### src/rtl/fetch_unit.sv
// fetch_unit -- instruction-fetch front end for the unified synchronous memory.
//
// Issues word addresses to the memory instruction port and tracks the one
// read in flight, which has a fixed 1-cycle latency. The fetched instruction
// is presented to decode with a valid/stall handshake. A one-entry hold
// register keeps the response that lands while decode is stalled. A redirect
// from execute squashes wrong-path fetches and restarts the stream.
//
// Optional feature macro: FETCH_MISALIGN_TRAP_EN
//   When defined, a misaligned redirect target halts fetch and raises
//   if_misalign. Fetch resumes only after an aligned redirect or a reset.
//   When undefined, the low two bits of the redirect target are cleared.
//
// Ports:
//   clk            in   single clock; all state changes on the rising edge
//   rst            in   synchronous active-high reset
//   addr_i         out  fetch address (the fetch_pc register)
//   inst           in   memory read data for the previous cycle's addr_i
//   stall          in   decode cannot accept this cycle
//   redirect_valid in   execute requests a fetch-stream change
//   redirect_pc    in   new fetch address
//   if_valid       out  {if_pc, if_inst} holds a valid instruction
//   if_pc          out  PC of the presented instruction (0 when invalid)
//   if_inst        out  presented instruction (0 when invalid)
//   if_misalign    out  halted on a misaligned redirect (macro builds only)
module fetch_unit #(
  parameter int                  WORD_LEN = 32,
  parameter logic [WORD_LEN-1:0] RESET_PC = '0
) (
  input  logic                clk,
  input  logic                rst,
  output logic [WORD_LEN-1:0] addr_i,
  input  logic [WORD_LEN-1:0] inst,
  input  logic                stall,
  input  logic                redirect_valid,
  input  logic [WORD_LEN-1:0] redirect_pc,
  output logic                if_valid,
  output logic [WORD_LEN-1:0] if_pc,
`ifdef FETCH_MISALIGN_TRAP_EN
  output logic                if_misalign,
`endif
  output logic [WORD_LEN-1:0] if_inst
);

  logic [WORD_LEN-1:0] fetch_pc_reg;
  logic                infl_valid_reg;
  logic [WORD_LEN-1:0] infl_pc_reg;
  logic                hold_valid_reg;
  logic [WORD_LEN-1:0] hold_pc_reg;
  logic [WORD_LEN-1:0] hold_inst_reg;

  logic [WORD_LEN-1:0] redirect_target;
  logic                run;
  logic                issue;

`ifdef FETCH_MISALIGN_TRAP_EN
  typedef enum logic {RUN, HALT} state_t;

  state_t state_reg;
  logic   misalign_reg;
  logic   redirect_misaligned;

  assign redirect_misaligned = (redirect_pc[1:0] != 2'b00);
  assign redirect_target     = redirect_pc;
  assign run                 = (state_reg == RUN);
  assign if_misalign         = misalign_reg;

  // Only a redirect can change state. An aligned redirect resumes fetch. A
  // misaligned redirect halts fetch, or keeps it halted.
  always_ff @(posedge clk) begin
    if (rst) begin
      state_reg    <= RUN;
      misalign_reg <= 1'b0;
    end else if (redirect_valid) begin
      if (redirect_misaligned) begin
        state_reg    <= HALT;
        misalign_reg <= 1'b1;
      end else begin
        state_reg    <= RUN;
        misalign_reg <= 1'b0;
      end
    end
  end
`else
  // Clearing the low bits with a mask keeps every redirect_pc bit in use.
  assign redirect_target = redirect_pc & ~WORD_LEN'(3);
  assign run             = 1'b1;
`endif

  // The address on addr_i is treated as read only in the cycles it is issued.
  // The memory has no read enable, so in every other cycle the read data is
  // simply ignored.
  assign issue  = !stall && !redirect_valid && run;
  assign addr_i = fetch_pc_reg;

  // The hold entry is older than anything in flight, so it is presented
  // first. A redirect kills the presented instruction in the same cycle.
  always_comb begin
    if_valid = (hold_valid_reg || infl_valid_reg) && !redirect_valid;
    if_pc    = '0;
    if_inst  = '0;
    if (if_valid) begin
      if (hold_valid_reg) begin
        if_pc   = hold_pc_reg;
        if_inst = hold_inst_reg;
      end else begin
        if_pc   = infl_pc_reg;
        if_inst = inst;
      end
    end
  end

  always_ff @(posedge clk) begin
    if (rst) begin
      fetch_pc_reg   <= RESET_PC;
      infl_valid_reg <= 1'b0;
      hold_valid_reg <= 1'b0;
    end else if (redirect_valid) begin
      fetch_pc_reg   <= redirect_target;
      infl_valid_reg <= 1'b0;
      hold_valid_reg <= 1'b0;
    end else begin
      infl_valid_reg <= issue;
      if (issue) begin
        fetch_pc_reg <= fetch_pc_reg + WORD_LEN'(4);
        infl_pc_reg  <= fetch_pc_reg;
      end
      // A stalled response is lost at the next edge unless it is parked.
      // Nothing issues while stalled, so at most one response needs a slot.
      if (stall && !hold_valid_reg && infl_valid_reg) begin
        hold_valid_reg <= 1'b1;
        hold_pc_reg    <= infl_pc_reg;
        hold_inst_reg  <= inst;
      end else if (if_valid && !stall) begin
        hold_valid_reg <= 1'b0;
      end
    end
  end

endmodule

### config.mk
export PLATFORM = sky130hd
export DESIGN_NAME = fetch_unit
export DESIGN_NICKNAME = d
export VERILOG_FILES = /design/src/rtl/fetch_unit.sv
export SDC_FILE = /design/constraint.sdc
export NUM_CORES = 1
export LEC_CHECK = 0
export CAP_MARGIN = 15
export CORE_ASPECT_RATIO = 1.1
export CORE_UTILIZATION = 48
export DETAILED_ROUTE_END_ITERATION = 16
export PLACE_DENSITY = 0.84
export SYNTH_ARGS = -nofsm -noshare
export SYNTH_HDL_FRONTEND = slang
export SYNTH_SLANG_ARGS = --single-unit
### constraint.sdc
create_clock -name clk -period 5.99 [get_ports clk]
set_clock_uncertainty 0.1 [all_clocks]
set_input_delay 0.8985 -clock clk [delete_from_list [all_inputs] [get_ports clk]]
set_output_delay 0.8985 -clock clk [all_outputs]
set_load 0.05 [all_outputs]
### Cells coloured by class

Fill, decap, tap and diode cells in grey.
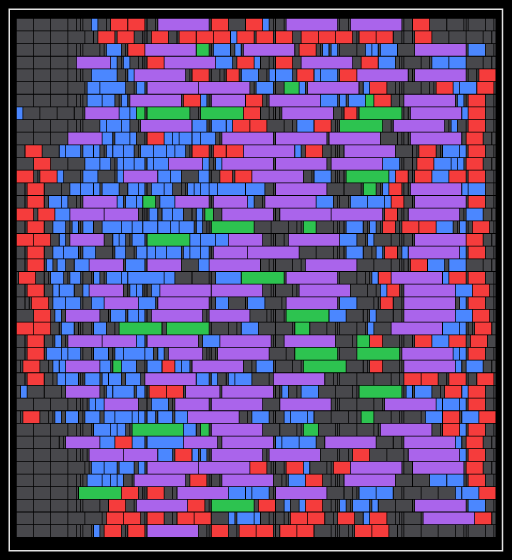
legend:
  blue:
    class: combinational and other logic
    cells: 328
    share_of_their_area: 28%
  green:
    class: clock drivers and dummy loads
    cells: 32
    share_of_their_area: 7.1%
  red:
    class: other buffers and delay cells
    cells: 164
    share_of_their_area: 21%
  purple:
    class: flops
    cells: 124
    share_of_their_area: 44%
final standard cell utilization of the core: 0.689
Core ar.: 11,500 sq um
FP Rows: 41

### Clock nets

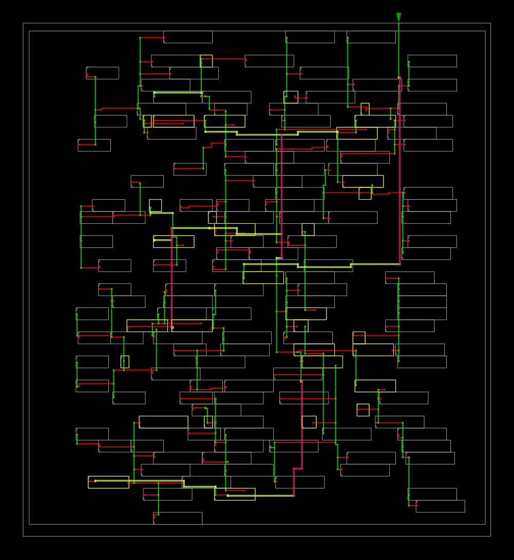
Num CTS Buffers: 17
flop count: 124
number of clock-tree buffers in the layout: 17
number of sinks handled by clock tree synthesis: 124
Worst-Skew Late Latency: 0.40 ns

### Clock network drawn from the DEF

Scale bar: 20 um.
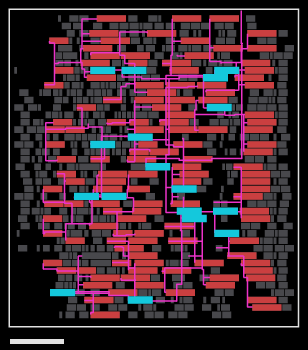
legend:
  magenta:
    item: clock wires
    length: 1,390 um
  cyan:
    item: clock drivers
    count: 17
  red:
    item: flip-flops
    count: 124
flops lie: all over the die

==> flow_results.org <==
* Flow results

** Power and ir drop
- Pwr dens :: approximately 270 nW/um^2
- For this design the static power due to leakage is 0.00260 uW.

** CTS
- CTS placed an instance of sky130_fd_sc_hd__clkbuf_16 at the clock tree root.
- Counting along the longest clock path gives a buffer depth of 2.
- Total of hold buffers inserted after clock tree synthesis :: 0
- The clock tree synthesis step divided the H-tree into 4 levels.
- TritonCTS clock tree :: done
- Post-CTS timing repair inserted 0 buffers for setup.

** Cells and area
- Leaving out filler cells and counting taps, the final layout contains around 800.
- Number of diodes :: 0
- Of the cells placed in the final design, the portion with a size suffix greater than 1 is 0.0957.
- Fin area :: 7920 sq um
- Portion of the layout cell area used by clock cells :: 0.0697
- Largest register FFs :: 32
- Non-clock inverters in the final layout number 13.
- Synthesis-to-finish area growth :: 39.6%
- Buffers, non-clock :: roughly 160
- In the final layout, the multi-input gates occupy approximately 2100 sq um.
- Total number of nets in the final design :: 704

** Run
- In this run the tools logged warnings totalling 28.

** Critical path
- The setup path with the least slack is of type reg -> out.
- Capture point of the worst reg-to-reg path :: hold_inst_reg[13]
- Launch point of the worst reg-to-reg path :: hold_valid_reg
- The worst setup path is captured at a primary output.
- Per the timing report, the biggest fanout along the worst path comes to ~64.
- Per STA, the worst path is made up of o21ai_4 -> buf_4 -> nor2_1 -> clkdlybuf4s50_1.
- Last element of the critical path :: if_inst[8]
- Data on the critical path is required at its endpoint by between 4 and 5 ns.
- On the critical path the largest part of the delay comes from buffers and inverters.
- Sum of buffers and inverters on the critical path :: 2
- According to the timing report, the arrival time at the worst endpoint equals between 3 and 4 ns.
- For reference, the critical path is launched at hold_valid_reg.

** STA
- Tcrit/Tclk final :: 0.711
- Minimum clock period after layout :: 4.26 ns
- Final WS setup :: between 1.5 and 2 ns
- The pin closest to its max-slew limit shows a slew of ~1.1 ns.
- In the final timing run, aggregate negative setup slack is 0 ns.
- Setup repair after global routing left no endpoint under its margin.

** Detailed routing
- Wire segments on met3 add up to roughly 840 um in the final route.
- Mean number of vias per cell :: 5.51
- In the post-route report, total wirelength is listed as roughly 13,000 um.
- Before antenna repair, the detailed router went through 4 iterations.
- DRT met1 WL :: 5530 um
- DRT iter0 DRCs :: ~290

** Logic synthesis
- In this run, synthesis inferred ~92 flip-flops with an integrated enable.
- Number of distinct library cell variants in the gate-level netlist after synthesis :: 46
- Combined area of all synthesized cells :: roughly 5700 sq um
- The number of cells reported by Yosys stat comes to roughly 480.
- Post-synth seq share :: 0.600
- Yosys reports the multiplexer fraction of the synthesized area as 0.111.
- Once synthesis finished, the tally of register bits stood at about 120.
- For this run, the leading register cell type out of synthesis is sky130_fd_sc_hd__edfxtp_1.
- Per-instance average area after synthesis :: around 12 sq um
- Cell type contributing the most total cell area after synthesis :: sky130_fd_sc_hd__edfxtp_1
- Main combinational cell family by area after synthesis :: simple AND/OR/NAND/NOR gates

** Placement
- Post-placement cell count :: around 770
- Summing all placed instances gives a cell area of approximately 7400 sq um.
- Per the placement log, port buffering inserted between 150 and 200 buffers.
- DPL Wire Length :: slightly above 9000 um
- The placement summary gives the final routability congestion estimate as 0.888.

** Floorplan
- The chip occupies about 12,000 sq um.
- The share of the core area taken by cells at floorplan is 0.494.
- According to the tapcell log, the count of inserted taps is 150.
- From bottom edge to top edge, the die measures 116 um.

** Worst hold path
- Hold Crit Class :: reg -> reg
- Along the worst hold path, the cell count comes to 0.

** Status
- Run status :: finished, final reports clean
### Sequential cells coloured by netlist name

Scale bar: 20 um. Other sequential cells in the stronger grey, the rest of the logic in the fainter grey.
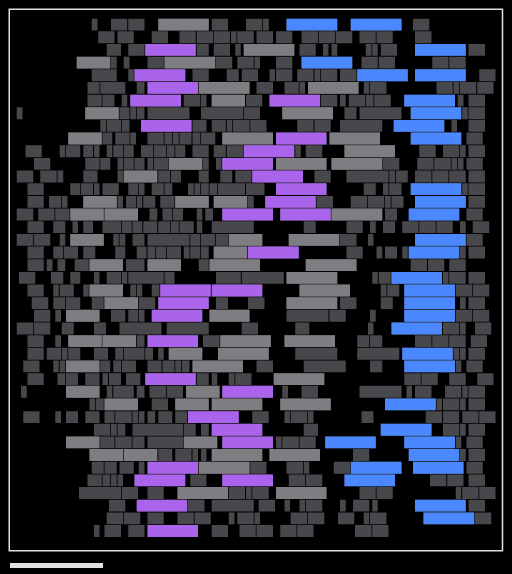
legend:
  blue:
    signal: `hold_inst_reg`
    flops: 32
    where: a vertical strip on the right
  purple:
    signal: `infl_pc_reg`
    flops: 30
sequential cell area share: 0.430
Reg area: 3410 sq um

### Signal wires by layer

Scale bar: 20 um. Only two layers are drawn.
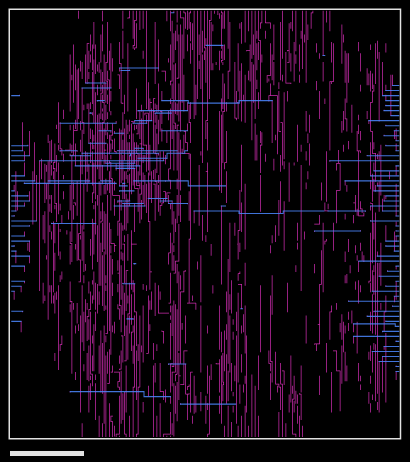
legend:
  magenta:
    layer: metal 2
    wire_length: 6,680 um
  blue:
    layer: metal 3
    wire_length: 839 um

worst reg2reg max path, cell delays in order, from the launching register on:
cell	delay (ns)
sky130_fd_sc_hd__dfxtp_4	0.64
sky130_fd_sc_hd__nor2_4	0.97
sky130_fd_sc_hd__buf_4	0.48
metal layers:
metal  vias up  GRT usage
met1      2092      0.280
met5         -          0
li1       2103          -
met3        18     0.0546
met2       186      0.382
met4         0     0.0759
cell usage in the layout, fill, tap and decap left out, types with 3 or more instances in the layout:
cell type	count
sky130_fd_sc_hd__clkdlybuf4s50_1	148
sky130_fd_sc_hd__nor2_1	96
sky130_fd_sc_hd__edfxtp_1	92
sky130_fd_sc_hd__mux2i_1	63
sky130_fd_sc_hd__dfxtp_1	31
sky130_fd_sc_hd__a211oi_1	18
sky130_fd_sc_hd__clkbuf_16	17
sky130_fd_sc_hd__nand2_1	16
sky130_fd_sc_hd__buf_4	16
sky130_fd_sc_hd__inv_1	13
sky130_fd_sc_hd__nand3_1	11
sky130_fd_sc_hd__xnor2_1	11
sky130_fd_sc_hd__nor4_1	9
sky130_fd_sc_hd__and4_1	9
sky130_fd_sc_hd__and3_1	8
sky130_fd_sc_hd__nor3_1	7
sky130_fd_sc_hd__nand4_1	6
sky130_fd_sc_hd__a311oi_1	6
sky130_fd_sc_hd__clkinvlp_4	6
sky130_fd_sc_hd__or4_1	5
sky130_fd_sc_hd__clkinv_2	5
sky130_fd_sc_hd__or3_1	4
sky130_fd_sc_hd__a21oi_1	4
sky130_fd_sc_hd__conb_1	4
sky130_fd_sc_hd__a2111oi_2	3
sky130_fd_sc_hd__a2111oi_0	3
sky130_fd_sc_hd__o31ai_1	3
sky130_fd_sc_hd__nor2b_1	3
power breakdown:
group	internal [uW]	switching (uW)	total, uW
clock network	567	365	931
registers	947	36.8	984
logic	104	149	253
Power figures rest on the tool's default switching activity, not on a simulated workload.
